===== config.mk =====
export PLATFORM = sky130hd
export DESIGN_NAME = fetch_unit_flat
export DESIGN_NICKNAME = d
export VERILOG_FILES = /design/src/rtl/riscv_pkg.sv /design/src/rtl/fetch_unit_if.sv /design/src/rtl/fetch_queue.sv /design/src/rtl/fetch_unit.sv /design/src/flat_wrapper.sv
export SDC_FILE = /design/constraint.sdc
export NUM_CORES = 1
export LEC_CHECK = 0
export CAP_MARGIN = 40
export CORE_MARGIN = 8
export CORE_UTILIZATION = 52
export DETAILED_ROUTE_END_ITERATION = 7
export HOLD_SLACK_MARGIN = 0.05
export PLACE_DENSITY = 0.71
export RECOVER_POWER = 25
export SYNTH_ARGS = -nofsm -noshare
export SYNTH_HDL_FRONTEND = slang
export SYNTH_SLANG_ARGS = --single-unit

===== constraint.sdc =====
create_clock -name clk -period 10.35 [get_ports clk]
set_input_delay 1.035 -clock clk [delete_from_list [all_inputs] [get_ports clk]]
set_output_delay 1.035 -clock clk [all_outputs]
set_load 0.1 [all_outputs]

===== src/rtl/riscv_pkg.sv =====
// riscv_pkg: shared widths, NOP encoding and the fetch queue entry type.
// Imported by the fetch interface, fetch_queue and fetch_unit.
package riscv_pkg;

  localparam int ADDR_WIDTH = 32;
  localparam int ILEN       = 32;

  localparam logic [ILEN-1:0] NOP_INSTR = 32'h0000_0013;

  typedef struct packed {
    logic [ADDR_WIDTH-1:0] pc;
    logic [ILEN-1:0]       instr;
  } fetch_entry_t;

endpackage


===== src/rtl/fetch_unit_if.sv =====
// fetch_unit_if: imem, redirect and decode-side bundle of the fetch stage.
// master = fetch_unit side, slave = imem/decode/control side.
interface fetch_unit_if;
  import riscv_pkg::*;

  logic [ADDR_WIDTH-1:0] imem_addr;
  logic [ILEN-1:0]       imem_data_0;
  logic [ILEN-1:0]       imem_data_1;
  logic                  imem_ready;

  logic                  redirect_valid;
  logic [ADDR_WIDTH-1:0] redirect_pc;

  logic [1:0]            dec_take;
  logic                  dec_valid_0;
  logic                  dec_valid_1;
  logic [ILEN-1:0]       dec_instr_0;
  logic [ILEN-1:0]       dec_instr_1;
  logic [ADDR_WIDTH-1:0] dec_pc_0;
  logic [ADDR_WIDTH-1:0] dec_pc_1;

  modport master (
    output imem_addr,
    input  imem_data_0, imem_data_1, imem_ready,
    input  redirect_valid, redirect_pc,
    input  dec_take,
    output dec_valid_0, dec_valid_1,
    output dec_instr_0, dec_instr_1,
    output dec_pc_0, dec_pc_1
  );

  modport slave (
    input  imem_addr,
    output imem_data_0, imem_data_1, imem_ready,
    output redirect_valid, redirect_pc,
    output dec_take,
    input  dec_valid_0, dec_valid_1,
    input  dec_instr_0, dec_instr_1,
    input  dec_pc_0, dec_pc_1
  );

endinterface


===== src/rtl/fetch_queue.sv =====
// fetch_queue: dual-push / dual-pop circular buffer of fetch entries.
// Ports: clk, rst_n (sync, low), flush, push_cnt/push_0/push_1,
// pop_req, count, head_0/head_1 (zero when the slot is empty).
module fetch_queue
  import riscv_pkg::*;
#(
  parameter int DEPTH = 8
) (
  input  logic                     clk,
  input  logic                     rst_n,
  input  logic                     flush,
  input  logic [1:0]               push_cnt,
  input  fetch_entry_t             push_0,
  input  fetch_entry_t             push_1,
  input  logic [1:0]               pop_req,
  output logic [$clog2(DEPTH):0]   count,
  output fetch_entry_t             head_0,
  output fetch_entry_t             head_1
);

  localparam int PW = $clog2(DEPTH);
  localparam int CW = PW + 1;

  fetch_entry_t    mem [DEPTH];
  logic [PW-1:0]   head;
  logic [PW-1:0]   tail;
  logic [CW-1:0]   pop_cnt;
  logic [CW-1:0]   req_w;

  // Over-asking decode is clamped to what is actually held.
  assign req_w   = CW'(pop_req);
  assign pop_cnt = (req_w > count) ? count : req_w;

  always_ff @(posedge clk) begin
    if (!rst_n || flush) begin
      head  <= '0;
      tail  <= '0;
      count <= '0;
    end else begin
      head  <= head + PW'(pop_cnt);
      tail  <= tail + PW'(push_cnt);
      count <= count + CW'(push_cnt) - pop_cnt;
    end
  end

  always_ff @(posedge clk) begin
    if (rst_n && !flush) begin
      if (push_cnt != 2'd0)
        mem[tail] <= push_0;
      if (push_cnt == 2'd2)
        mem[tail + PW'(1)] <= push_1;
    end
  end

  assign head_0 = (count >= CW'(1)) ? mem[head] : '0;
  assign head_1 = (count >= CW'(2)) ? mem[head + PW'(1)] : '0;

endmodule


===== src/rtl/fetch_unit.sv =====
// fetch_unit: dual-issue fetch stage; owns fetch_pc and enqueue control.
// Ports: clk, rst_n (sync, low), bus (fetch_unit_if.master),
// perf_fetched, perf_stall (live only with FETCH_PERF_EN, else 0).
module fetch_unit
  import riscv_pkg::*;
#(
  parameter logic [ADDR_WIDTH-1:0] RESET_PC    = '0,
  parameter int                    QUEUE_DEPTH = 8
) (
  input  logic              clk,
  input  logic              rst_n,
  fetch_unit_if.master      bus,
  output logic [31:0]       perf_fetched,
  output logic [31:0]       perf_stall
);

  localparam int CW = $clog2(QUEUE_DEPTH) + 1;

  logic [ADDR_WIDTH-1:0] fetch_pc;
  logic [ADDR_WIDTH-1:0] pc_next;
  logic [CW-1:0]         q_count;
  logic [CW-1:0]         free;
  logic [1:0]            push_cnt;
  logic                  can_fetch;
  fetch_entry_t          push_0;
  fetch_entry_t          push_1;
  fetch_entry_t          head_0;
  fetch_entry_t          head_1;

  // Free space uses the start-of-cycle count; pops give no credit.
  assign free      = CW'(QUEUE_DEPTH) - q_count;
  assign can_fetch = !bus.redirect_valid && bus.imem_ready;

  always_comb begin
    push_cnt = 2'd0;
    unique case (1'b1)
      !can_fetch:                      push_cnt = 2'd0;
      can_fetch && free >= CW'(2):     push_cnt = 2'd2;
      can_fetch && free == CW'(1):     push_cnt = 2'd1;
      default:                         push_cnt = 2'd0;
    endcase
  end

  always_comb begin
    pc_next = fetch_pc + (ADDR_WIDTH'(push_cnt) << 2);
    if (bus.redirect_valid)
      pc_next = {bus.redirect_pc[ADDR_WIDTH-1:2], 2'b00};
  end

  always_ff @(posedge clk) begin
    if (!rst_n)
      fetch_pc <= RESET_PC;
    else
      fetch_pc <= pc_next;
  end

  assign push_0 = '{pc: fetch_pc, instr: bus.imem_data_0};
  assign push_1 = '{pc: fetch_pc + ADDR_WIDTH'(4),
                    instr: bus.imem_data_1};

  fetch_queue #(
    .DEPTH (QUEUE_DEPTH)
  ) u_queue (
    .clk      (clk),
    .rst_n    (rst_n),
    .flush    (bus.redirect_valid),
    .push_cnt (push_cnt),
    .push_0   (push_0),
    .push_1   (push_1),
    .pop_req  (bus.dec_take),
    .count    (q_count),
    .head_0   (head_0),
    .head_1   (head_1)
  );

  assign bus.imem_addr   = fetch_pc;
  assign bus.dec_valid_0 = (q_count >= CW'(1));
  assign bus.dec_valid_1 = (q_count >= CW'(2));
  assign bus.dec_instr_0 = head_0.instr;
  assign bus.dec_instr_1 = head_1.instr;
  assign bus.dec_pc_0    = head_0.pc;
  assign bus.dec_pc_1    = head_1.pc;

  take_legal: assert property (
    @(posedge clk) disable iff (!rst_n)
    !bus.redirect_valid |-> (CW'(bus.dec_take) <= q_count)
  );

`ifdef FETCH_PERF_EN
  logic [32:0] fetched_sum;

  assign fetched_sum = {1'b0, perf_fetched} + 33'(push_cnt);

  // Counters survive redirects; they saturate instead of wrapping.
  always_ff @(posedge clk) begin
    if (!rst_n) begin
      perf_fetched <= '0;
      perf_stall   <= '0;
    end else begin
      perf_fetched <= fetched_sum[32] ? '1 : fetched_sum[31:0];
      if (!bus.redirect_valid && push_cnt == 2'd0 && perf_stall != '1)
        perf_stall <= perf_stall + 32'd1;
    end
  end
`else
  assign perf_fetched = '0;
  assign perf_stall   = '0;
`endif

endmodule


===== src/flat_wrapper.sv =====
// flat-port wrapper written by rule: the top's interface ports become plain ports
module fetch_unit_flat import riscv_pkg::*;
#(
  parameter logic [ADDR_WIDTH-1:0] RESET_PC    = '0,
  parameter int                    QUEUE_DEPTH = 8
)
  (clk, rst_n, perf_fetched, perf_stall, bus_imem_addr, bus_imem_data_0, bus_imem_data_1, bus_imem_ready, bus_redirect_valid, bus_redirect_pc, bus_dec_take, bus_dec_valid_0, bus_dec_valid_1, bus_dec_instr_0, bus_dec_instr_1, bus_dec_pc_0, bus_dec_pc_1);
  fetch_unit_if bus_i ();
  input  logic clk;
  input  logic rst_n;
  output logic [31:0] perf_fetched;
  output logic [31:0] perf_stall;
  output wire logic [$bits(bus_i.imem_addr)-1:0] bus_imem_addr;
  input wire logic [$bits(bus_i.imem_data_0)-1:0] bus_imem_data_0;
  input wire logic [$bits(bus_i.imem_data_1)-1:0] bus_imem_data_1;
  input wire logic [$bits(bus_i.imem_ready)-1:0] bus_imem_ready;
  input wire logic [$bits(bus_i.redirect_valid)-1:0] bus_redirect_valid;
  input wire logic [$bits(bus_i.redirect_pc)-1:0] bus_redirect_pc;
  input wire logic [$bits(bus_i.dec_take)-1:0] bus_dec_take;
  output wire logic [$bits(bus_i.dec_valid_0)-1:0] bus_dec_valid_0;
  output wire logic [$bits(bus_i.dec_valid_1)-1:0] bus_dec_valid_1;
  output wire logic [$bits(bus_i.dec_instr_0)-1:0] bus_dec_instr_0;
  output wire logic [$bits(bus_i.dec_instr_1)-1:0] bus_dec_instr_1;
  output wire logic [$bits(bus_i.dec_pc_0)-1:0] bus_dec_pc_0;
  output wire logic [$bits(bus_i.dec_pc_1)-1:0] bus_dec_pc_1;
  assign bus_imem_addr = bus_i.imem_addr;
  assign bus_i.imem_data_0 = bus_imem_data_0;
  assign bus_i.imem_data_1 = bus_imem_data_1;
  assign bus_i.imem_ready = bus_imem_ready;
  assign bus_i.redirect_valid = bus_redirect_valid;
  assign bus_i.redirect_pc = bus_redirect_pc;
  assign bus_i.dec_take = bus_dec_take;
  assign bus_dec_valid_0 = bus_i.dec_valid_0;
  assign bus_dec_valid_1 = bus_i.dec_valid_1;
  assign bus_dec_instr_0 = bus_i.dec_instr_0;
  assign bus_dec_instr_1 = bus_i.dec_instr_1;
  assign bus_dec_pc_0 = bus_i.dec_pc_0;
  assign bus_dec_pc_1 = bus_i.dec_pc_1;
  fetch_unit #(.RESET_PC(RESET_PC), .QUEUE_DEPTH(QUEUE_DEPTH)) u_core (.clk(clk), .rst_n(rst_n), .bus(bus_i), .perf_fetched(perf_fetched), .perf_stall(perf_stall));
endmodule

**Placed cells, one color a class**

Bar = 100 um.
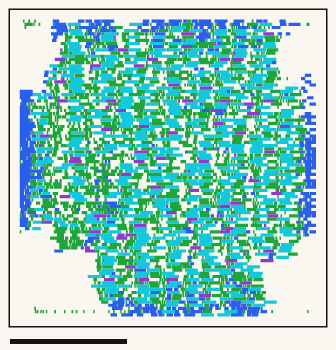
color	class	cells
green	remaining logic cells	2241
blue	remaining buffers and delay cells	467
purple	clock drivers and dummy loads	107
cyan	registers	536

**Where the registers sit**

Bar = 100 um. Other sequential cells in the stronger gray, the rest of the logic in the fainter gray.
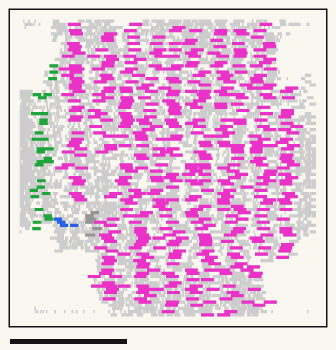
color	netlist name	sequential cells
green	u_core.bus.imem_addr	30
blue	u_core.u_queue.count	4
magenta	u_core.u_queue.mem	496
not colored	6

**Gate families picked out**

Bar = 100 um.
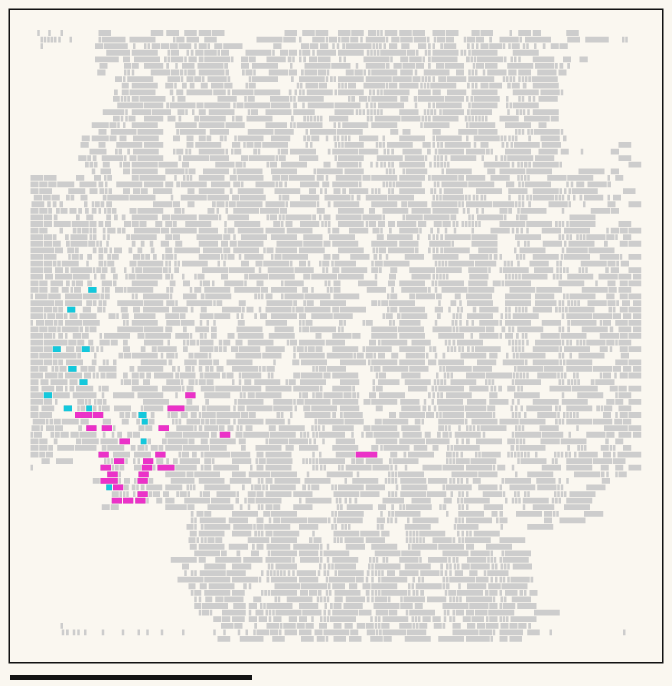
color	family	cells
magenta	fa/ha/maj cells	26
cyan	non-inverting ao/oa cells	13

**Routing congestion**

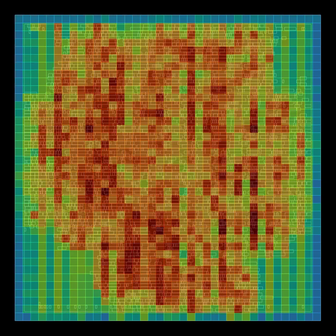
total global-route track usage: 28.8%
layer with the highest usage: met2
final routed wire length divided by cell count: 25.7 um

**Cell sizes after repair**

Bar = 100 um.
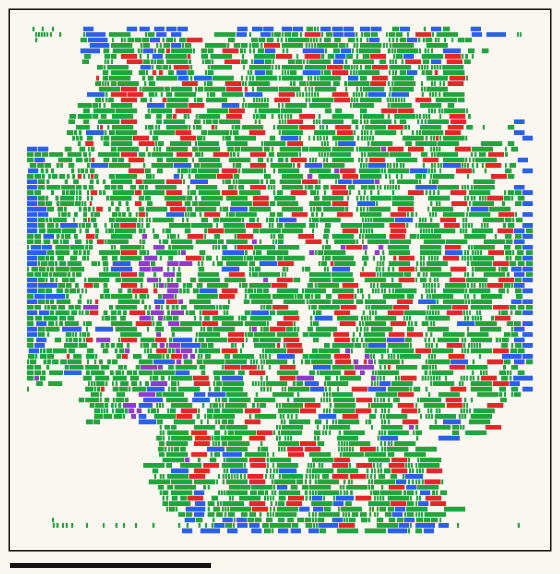
color	size	cells	share
purple	x3 and x4	64	1.9%
blue	x6 and larger	236	7.0%
red	x2	293	8.7%
green	x1 and smaller	2758	82%

==> summary.txt <==
Observations from the implementation run.

Status:
- The run finished, with violations left.
- The final reports fail on capacitance limit, slew limit.

Placed design:
- The run puts the last weighted congestion value of the routability-driven placer at around 0.92.
- Once placement completed, the tool counted placed cells totaling 4099.

Power:
- Per report_power, the Sequential row totals 2.60 mW.
- The run puts the sequential cell fraction of total power at between 20% and 30%.
- The run gives the switching share of power as between 40% and 50%.
- The largest part of the power goes to combinational cells.

Clock network:
- The run gives the cell resize tally after clock tree synthesis as 0.
- The cell sitting at the root of the clock tree is a sky130_fd_sc_hd__clkbuf_16.
- The run puts the insertion delay at the late pin of the worst-skew pair at about 640 ps.

Layout:
- The run gives the filler-free cell count of the finished design as roughly 4200.
- The run puts the non-clock buffer instance count of the final layout at between 400 and 500.
- The run puts the multi-input logic cell count at between 2000 and 2500.
- The run puts the final-layout clock-cell area share at approximately 4.7%.
- The run gives the top cell class by occupied area as multi-input combinational cells.
- The run gives the final layout net count as 3431.
- The run gives the most common library cell in the layout ignoring fill and taps as sky130_fd_sc_hd__nand2_1.
- The register with the most flip-flops in the layout has 496 of them.

Synth:
- The run puts the cell area after technology mapping at 0.0334 sq mm.
- The run puts the area fraction in compound gates at 3.17%.
- The run gives the synthesized-area fraction occupied by xor and xnor cells as approximately 7.0%.

Timing:
- The run gives the count of final hold-check violations as 0.
- The run puts the summed negative setup slack over all endpoints at 0 ps.
- The run gives the total count of max-transition violations in the final report as around 440.
- The final timing report derives a shortest allowable period of between 8000 and 9000 ps.
- The run puts the relative slew slack at -176%.
- The run puts the achievable frequency at 120 MHz.

Min path:
- In this run the worst hold path is classified as flop to flop.
- The run puts the hold path depth at 2.
- In this run the most critical hold path is launched from u_core.bus.imem_addr[26].

Run:
- The tool flagged a number of max-cap violations equal to 13.

Global route:
- The run puts the met3 usage at about 5.4%.
- The run gives the global-route track usage on met2 as between 40% and 50%.

Die:
- The run gives the number of placement rows as approximately 93.
- The run puts the I/O pin count at around 330.

Worst setup path:
- The run gives the startpoint type of the worst setup path as a primary input.
- Along the worst path, the maximum fanout reaches about 46.
Power is estimated from default activity; no workload was simulated.
